## src/rtl/matrix_pkg.sv

```systemverilog
// ============================================================================
//  Module      : matrix_pkg
//  Description : Shared types and constants for the systolic MAC array slice:
//                operand width, feeder state encoding, flush-length helper.
//  Revision    : 1.0 - initial release
// ============================================================================
`default_nettype none

package matrix_pkg;

  // Operand width of one A/B element entering the array.
  localparam int indata_size = 8;

  // Feeder sequencing states.
  typedef enum logic [2:0] {
    IDLE   = 3'd0,
    CLEAR  = 3'd1,
    STREAM = 3'd2,
    FLUSH  = 3'd3,
    DONE   = 3'd4
  } feeder_state_t;

  // Zero cycles needed after the last slice so it reaches PE(N-1,N-1).
  function automatic int flush_len(input int n);
    return 2 * n - 1;
  endfunction

endpackage

`default_nettype wire

```

## src/rtl/skew_delay.sv

```systemverilog
// ============================================================================
//  Module      : skew_delay
//  Description : DEPTH-stage register chain with synchronous reset, used to
//                skew one operand lane onto the array edge.
//  Revision    : 1.0 - initial release
// ============================================================================
`default_nettype none

module skew_delay #(
  parameter int DEPTH = 1,
  parameter int WIDTH = 8
) (
  input  logic             clk,
  input  logic             reset,
  input  logic [WIDTH-1:0] din,
  output logic [WIDTH-1:0] dout
);

  logic [WIDTH-1:0] r_stage [DEPTH];

  // Shift the lane value one stage per cycle; reset empties the whole chain.
  always_ff @(posedge clk) begin
    if (reset) begin
      for (int s = 0; s < DEPTH; s++) begin
        r_stage[s] <= '0;
      end
    end else begin
      r_stage[0] <= din;
      for (int s = 1; s < DEPTH; s++) begin
        r_stage[s] <= r_stage[s-1];
      end
    end
  end

  assign dout = r_stage[DEPTH-1];

endmodule

`default_nettype wire

```

## src/rtl/systolic_feeder.sv

```systemverilog
// ============================================================================
//  Module      : systolic_feeder
//  Description : Operand sequencer for an NxN output-stationary systolic MAC
//                array. Accepts one K-slice per handshake, skews it onto the
//                left/top array edges, clears the array before a job and
//                pulses done when every accumulator holds its final value.
//                Optional build macro FEEDER_STALL_CNT_EN adds stall_cycles.
//  Revision    : 1.0 - initial release
// ============================================================================
`default_nettype none

module systolic_feeder
  import matrix_pkg::*;
#(
  parameter int N  = 4,
  parameter int KW = 8
) (
  input  logic                       clk,
  input  logic                       reset,
  input  logic                       start,
  input  logic [KW-1:0]              k_len,
  input  logic                       in_valid,
  output logic                       in_ready,
  input  logic [N*indata_size-1:0]   in_a_vec,
  input  logic [N*indata_size-1:0]   in_b_vec,
  output logic [N*indata_size-1:0]   a_edge,
  output logic [N*indata_size-1:0]   b_edge,
  output logic                       array_clear,
  output logic                       busy,
  output logic                       done
`ifdef FEEDER_STALL_CNT_EN
  ,
  output logic [KW+7:0]              stall_cycles
`endif
);

  localparam int c_flush_len = flush_len(N);
  localparam int c_flush_w   = $clog2(c_flush_len + 1);

  feeder_state_t          r_state;
  feeder_state_t          w_next;
  logic [KW-1:0]          r_remain;
  logic [c_flush_w-1:0]   r_flush_cnt;
  logic                   w_hs;

  assign w_hs = in_valid && in_ready;

  // State register; reset aborts any job in flight.
  always_ff @(posedge clk) begin
    if (reset) begin
      r_state <= IDLE;
    end else begin
      r_state <= w_next;
    end
  end

  // Next-state decode and state-derived outputs.
  always_comb begin
    w_next      = r_state;
    in_ready    = 1'b0;
    array_clear = 1'b0;
    busy        = 1'b1;
    done        = 1'b0;
    case (r_state)
      IDLE: begin
        busy = 1'b0;
        if (start) begin
          w_next = CLEAR;
        end
      end
      CLEAR: begin
        array_clear = 1'b1;
        w_next      = (r_remain != '0) ? STREAM : FLUSH;
      end
      STREAM: begin
        in_ready = 1'b1;
        if (in_valid && (r_remain == KW'(1))) begin
          w_next = FLUSH;
        end
      end
      FLUSH: begin
        if (r_flush_cnt == c_flush_w'(c_flush_len - 1)) begin
          w_next = DONE;
        end
      end
      DONE: begin
        done   = 1'b1;
        w_next = IDLE;
      end
      default: begin
        w_next = IDLE;
      end
    endcase
  end

  // Remaining slice count: loaded on an accepted start, counts handshakes down.
  always_ff @(posedge clk) begin
    if (reset) begin
      r_remain <= '0;
    end else if ((r_state == IDLE) && start) begin
      r_remain <= k_len;
    end else if (w_hs) begin
      r_remain <= r_remain - KW'(1);
    end
  end

  // Flush cycle counter, only runs while draining the array.
  always_ff @(posedge clk) begin
    if (reset || (r_state != FLUSH)) begin
      r_flush_cnt <= '0;
    end else begin
      r_flush_cnt <= r_flush_cnt + c_flush_w'(1);
    end
  end

  // One skew chain per lane: row i of A and column j of B get i+1 / j+1 stages.
  // Non-handshake cycles inject zeros so bubbles add nothing to accumulators.
  generate
    for (genvar gi = 0; gi < N; gi++) begin : g_lane
      logic [indata_size-1:0] w_a_in;
      logic [indata_size-1:0] w_b_in;

      assign w_a_in = w_hs ? in_a_vec[gi*indata_size +: indata_size] : '0;
      assign w_b_in = w_hs ? in_b_vec[gi*indata_size +: indata_size] : '0;

      skew_delay #(
        .DEPTH (gi + 1),
        .WIDTH (indata_size)
      ) u_a_skew (
        .clk   (clk),
        .reset (reset),
        .din   (w_a_in),
        .dout  (a_edge[gi*indata_size +: indata_size])
      );

      skew_delay #(
        .DEPTH (gi + 1),
        .WIDTH (indata_size)
      ) u_b_skew (
        .clk   (clk),
        .reset (reset),
        .din   (w_b_in),
        .dout  (b_edge[gi*indata_size +: indata_size])
      );
    end
  endgenerate

`ifdef FEEDER_STALL_CNT_EN
  logic [KW+7:0] r_stall_cnt;

  // Count STREAM cycles starved of input; restarts with each job, saturates.
  always_ff @(posedge clk) begin
    if (reset) begin
      r_stall_cnt <= '0;
    end else if ((r_state == IDLE) && start) begin
      r_stall_cnt <= '0;
    end else if ((r_state == STREAM) && !in_valid && (r_stall_cnt != '1)) begin
      r_stall_cnt <= r_stall_cnt + (KW+8)'(1);
    end
  end

  assign stall_cycles = r_stall_cnt;
`endif

endmodule

`default_nettype wire

```

## config.mk

```make
export PLATFORM = sky130hd
export DESIGN_NAME = systolic_feeder
export DESIGN_NICKNAME = d
export VERILOG_FILES = /design/src/rtl/matrix_pkg.sv /design/src/rtl/skew_delay.sv /design/src/rtl/systolic_feeder.sv
export SDC_FILE = /design/constraint.sdc
export NUM_CORES = 1
export LEC_CHECK = 0
export CORE_MARGIN = 10
export CORE_UTILIZATION = 47
export DETAILED_ROUTE_END_ITERATION = 10
export PLACE_DENSITY = 0.78
export SYNTH_ARGS = -nofsm -noshare
export SYNTH_HDL_FRONTEND = slang
export SYNTH_SLANG_ARGS = --single-unit
```

## constraint.sdc

```tcl
create_clock -name clk -period 1.8 [get_ports clk]
set_clock_uncertainty 0.2 [all_clocks]
set_input_delay 0.27 -clock clk [delete_from_list [all_inputs] [get_ports clk]]
set_output_delay 0.27 -clock clk [all_outputs]
set_load 0.01 [all_outputs]
```

==> results_slide.txt, run 1 <==
Physical Implementation Snapshot

Status
  • Status: finished, final reports clean

Synth
  • Ys cells: 465
  • Ao+oa area frac: 0.0306
  • Simple share: 0.234
  • Commonest flop: dfxtp_1
  • Top-area cell share: 0.645
  • Ys async rst share: 0
  • Main logic family: simple AND/OR/NAND/NOR gates
  • Sequential area share after synthesis: 0.645
  • Mux area share: 0
  • Top cells by count: dfxtp_1 (174), nor2b_1 (97), and2_1 (65)
  • Yosys top cell by area: dfxtp_1
  • Syn Area/Cell: 11.6 um^2

Cells and area
  • Non-clock buffers, area share: 0.210
  • Area grow syn2layout: 35.7%
  • Logic Gate Count: 226
  • Antenna diodes: 0
  • Comb area: 0.00153 mm^2
  • Final #Nets: 658
  • Fill cell count: 907

Global routing
  • Global routing's busiest layer: met2
  • GRT met3 Usage: 0.0815
  • First-pass GRT wire length: 16300 um
  • GRT Util Overall: 0.128
  • M1 GR Usage: 0.118

Detailed routing
  • Vias per cell: 4.38
  • Wire per inst: 13.7 um
  • Drt pass-1 iters: 4
  • Met2 WL: 5030 um

Final timing
  • Unrepaired setup endpoints after global routing: false
  • Worst-Margin Slew: 341 ps

Place
  • GP Congestion: 0.792
  • HPWL Detailed: 7220 um

Clock tree
  • CTS tree: built
  • CTS root buf: clkbuf_16
  • CTS buffer count: 17
  • Worst-path clk slew: 60 ps

Power and ir drop
  • Power, Total: 7990 uW

Floorplanning
  • Die Size: 0.0162 mm^2
[run 1: path summary, 6_finish.rpt]
kind,endpoint,cells after the start,slack (ps)
min,g_lane[3].u_a_skew.r_stage[1][5],2,50
max reg2reg,r_remain[7],4,150
min reg2reg,g_lane[2].u_b_skew.r_stage[0][9],1,230
max,a_edge[17],1,50
[run 1: sequential cells by signal, indices dropped and copies added, names as in the netlist]
name / flops
r_remain: 8
g_lane.u_a_skew.r_stage: 80
r_flush_cnt: 3
r_state: 3
g_lane.u_b_skew.r_stage: 80
[run 1: power by group]
part           switching (uW)  internal [uW]
logic                     232            334
clock network            1450           2000
registers                45.3           3930
total                    1730           6260
[run 1: timing repair]
action,4_1_cts,5_1_grt
resized,19,19
pin swaps,0,1
endpoints found under the setup margin,7,20
gates cloned,0,0
**Run 1: selected gate families**

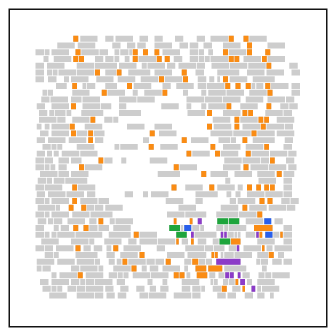
| color | family | cells |
|---|---|---|
| blue | xor and xnor cells | 3 |
| green | fa/ha/maj cells | 5 |
| purple | nand cells | 12 |
| orange | nor cells | 115 |
fraction of area in multi-input gates: 0.209
non-filler cells, final: 733

**Run 1: the metal 2 layer**

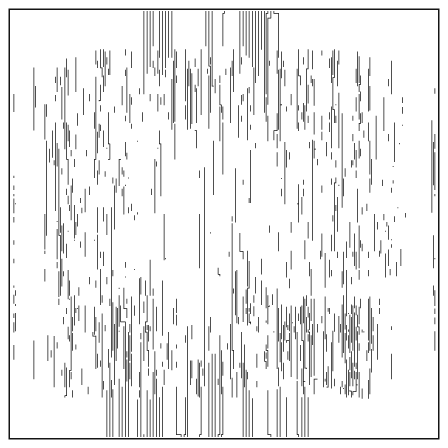
share of all routed wire: 50%
nets with wire on the layer: 543
via count: 3208
Post-Route WL: 10000 um

**Run 1: the clock network**

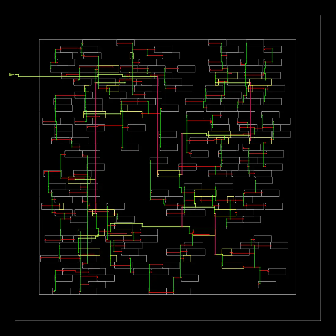
Clock Latency Late Sink: 420 ps
clock buffers: 21

**Run 1: cells colored by class**

The bar under the picture is 50 um long. Fill, decap, tap and diode cells in gray.
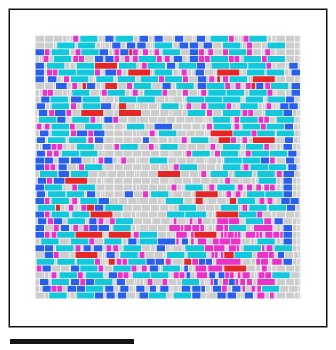
| color | class | cells |
|---|---|---|
| red | clock drivers and dummy loads | 32 |
| magenta | remaining logic cells | 231 |
| cyan | registers | 174 |
| blue | remaining buffers and delay cells | 153 |
site row count: 39
design area: 0.00732 mm^2
Seq area share: 0.476
core region area: 0.0113 mm^2

==> run 1 -> run 2 <==
- CORE_UTILIZATION: 47 -> 61
- DONT_BUFFER_PORTS: default -> 1
- PLACE_DENSITY: 0.78 -> 0.77
==> run 2 against run 1 <==
- the run now fails in clock tree synthesis (4_1_cts)
- synthesized cell count did not move
- area after synthesis unchanged
==> results_slide.txt, run 2 <==
Physical Implementation Snapshot

Synth
  • Syn Area/Cell: 11.6 um^2 (unchanged)
  • Yosys synthesis chip area: 0.00540 mm^2
  • Syn. warnings: 0
  • Top cells, area: dfxtp_1 (65%), nor2b_1 (11%), and2_1 (7.5%)
  • Top cells by count: dfxtp_1 (174), nor2b_1 (97), and2_1 (65)
  • Yosys top cell by area: dfxtp_1
  • Sequential area share after synthesis: 0.645 (unchanged)
  • Top-area cell share: 0.645 (unchanged)
  • Yosys reg bits: 174
  • Cell Area, Synth: 0.00540 mm^2
  • Commonest flop: dfxtp_1
  • Synthesized instance count: 465
  • Ys async rst share: 0 (unchanged)
  • Count of different cell masters after synthesis: 39
  • Number of enable flip-flop cells: 0
  • Most common cell in the synthesized netlist: dfxtp_1
  • Ys cells: 465 (unchanged)
  • Syn Nets: 546

Clock tree
  • CTS buffer count: 17 (unchanged)
  • Buffers inserted by post-CTS timing repair: 0
  • Post-CTS Hold Fix Bufs: 110
  • CTS root buf: clkbuf_8
  • Clock Sinks: 174
  • Post-CTS Resized: 5 (-14)
  • Clock buffer depth: 2
  • CTS H-tree depth: 4

Floorplanning
  • Site row count: 34 (-13%)
  • Chip Height: 114 um
  • Die width: 114 um
  • FP Core Util: 0.622
  • Top Ports: 144

Status
  • Failed at: clock tree synthesis (4_1_cts)
  • Tool error message: [ERROR RSZ-0060] Max buffer count reached.
  • Status: did not finish

Place
  • GP Congestion: 0.810 (+2.3%)
  • Pre-CTS WS: 56.2 ps
  • Placed Cells: 517
  • Port Buffers: 0
  • HPWL Detailed: 6010 um (-17%)
## run 2: kinds of logic after synthesis
group / count (synthesis) / share of synthesized area
and+or+nand+nor: 198 / 0.234
DFF: 174 / 0.645
buffers and inverters: 65 / 0.0737
AOI/OAI and AO/OA: 20 / 0.0306
adders and majority gates: 5 / 0.0116
xor gates and xnor gates: 3 / 0.00487
## run 2: metrics by stage
step	utilization	power (uW)	instance area [um^2]
after global placement	0.599	4350	5200
after detailed placement	0.599	4370	5200
after floorplan	-	4340	5400
==> run 2 -> run 3 <==
- CORE_UTILIZATION: 61 -> 40
- PLACE_DENSITY: 0.77 -> default
- PLACE_DENSITY_LB_ADDON: default -> 0.15
**Run 3: cell sizes after repair**

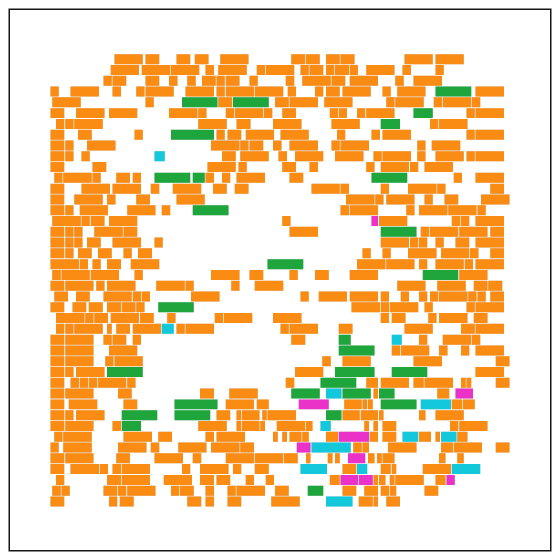
| color | size | cells |
|---|---|---|
| magenta | x2 | 9 |
| green | x6 and larger | 30 |
| cyan | x3 and x4 | 13 |
| orange | x1 and smaller | 505 |
area grow syn2layout: 31.7%
bufs w/o clock: 121

==> run 3 against run 2 <==
- the flow now finishes without violations
- synthesized cell count stayed put
- area after synthesis stayed put
==> results_slide.txt, run 3 <==
Physical Implementation Snapshot

Synth
  • Count of different cell masters after synthesis: 39 (unchanged)
  • Most common cell in the synthesized netlist: dfxtp_1
  • Yosys synthesis chip area: 0.00540 mm^2 (unchanged)
  • Top cells, area: dfxtp_1 (65%), nor2b_1 (11%), and2_1 (7.5%)
  • Top-area cell share: 0.645 (unchanged)
  • Sequential area share after synthesis: 0.645 (unchanged)
  • Yosys top cell by area: dfxtp_1
  • Mux area share: 0 (unchanged)
  • Ys cells: 465 (unchanged)
  • Yosys reg bits: 174 (unchanged)
  • Main logic family: simple AND/OR/NAND/NOR gates
  • Commonest flop: dfxtp_1
  • Adders+Majority by Area: 0.0116 (unchanged)
  • Syn Nets: 546 (unchanged)
  • Simple share: 0.234 (unchanged)
  • Synthesized instance count: 465 (unchanged)
  • Area share of xor/xnor cells in the synthesized design: 0.00487 (unchanged)
  • Cell Area, Synth: 0.00540 mm^2 (unchanged)
  • Top cells by count: dfxtp_1 (174), nor2b_1 (97), and2_1 (65)
  • Number of enable flip-flop cells: 0 (unchanged)
  • Syn Area/Cell: 11.6 um^2 (unchanged)

Clock tree
  • CTS buffer count: 17 (unchanged)
  • CTS root buf: clkbuf_16
  • Clock Sinks: 174 (unchanged)
  • CTS H-tree depth: 4 (unchanged)

Floorplanning
  • Chip Height: 136 um (+19%)
  • Site row count: 42 (+24%)
  • FP Core Util: 0.408 (-0.214)
  • Die width: 136 um (+19%)
  • Top Ports: 144 (unchanged)

Status
  • Status: finished, final reports clean

Place
  • Pre-CTS WS: 163 ps (+106 ps)
  • GP Congestion: 0.833 (+2.9%)
  • Port Buffers: 0 (unchanged)
  • Placed Area: 0.00530 mm^2 (+2.0%)
  • Placed Cells: 586 (+13%)
**Run 3: selected gate families**

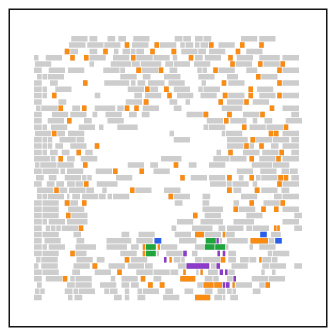
| color | family | cells |
|---|---|---|
| green | fa/ha/maj cells | 5 |
| blue | xor and xnor cells | 3 |
| purple | nand cells | 12 |
| orange | nor cells | 115 |
fraction of area in multi-input gates: 0.217
top logic cell by instance count in the layout: dfxtp_1

-- run 3: cell counts after synthesis --
Identical to the previous run, type by type.
-- run 3: repair_timing --
action                                  in CTS  in global routing
hold buffers                               116                  0
gates resized                                4                  3
endpoints found under the setup margin       2                  1
pin swaps                                    0                  1
hold endpoints to repair                   174                  0
-- run 3: worst min-delay path by stage --
stage | startpoint | to | slack, ps | depth (start not counted)
after floorplan | in_a_vec[0] | g_lane[0].u_a_skew.r_stage[0][0] | 190 | 1
after global placement | reset | r_remain[5] | 150 | 1
after detailed placement | reset | g_lane[1].u_b_skew.r_stage[0][13] | 160 | 1
after CTS | reset | r_remain[5] | 6 | 2
after global routing | reset | r_remain[5] | 20 | 2
final | reset | r_remain[5] | 10 | 2
No activity file was given, so power comes from the tool's default toggle rates.
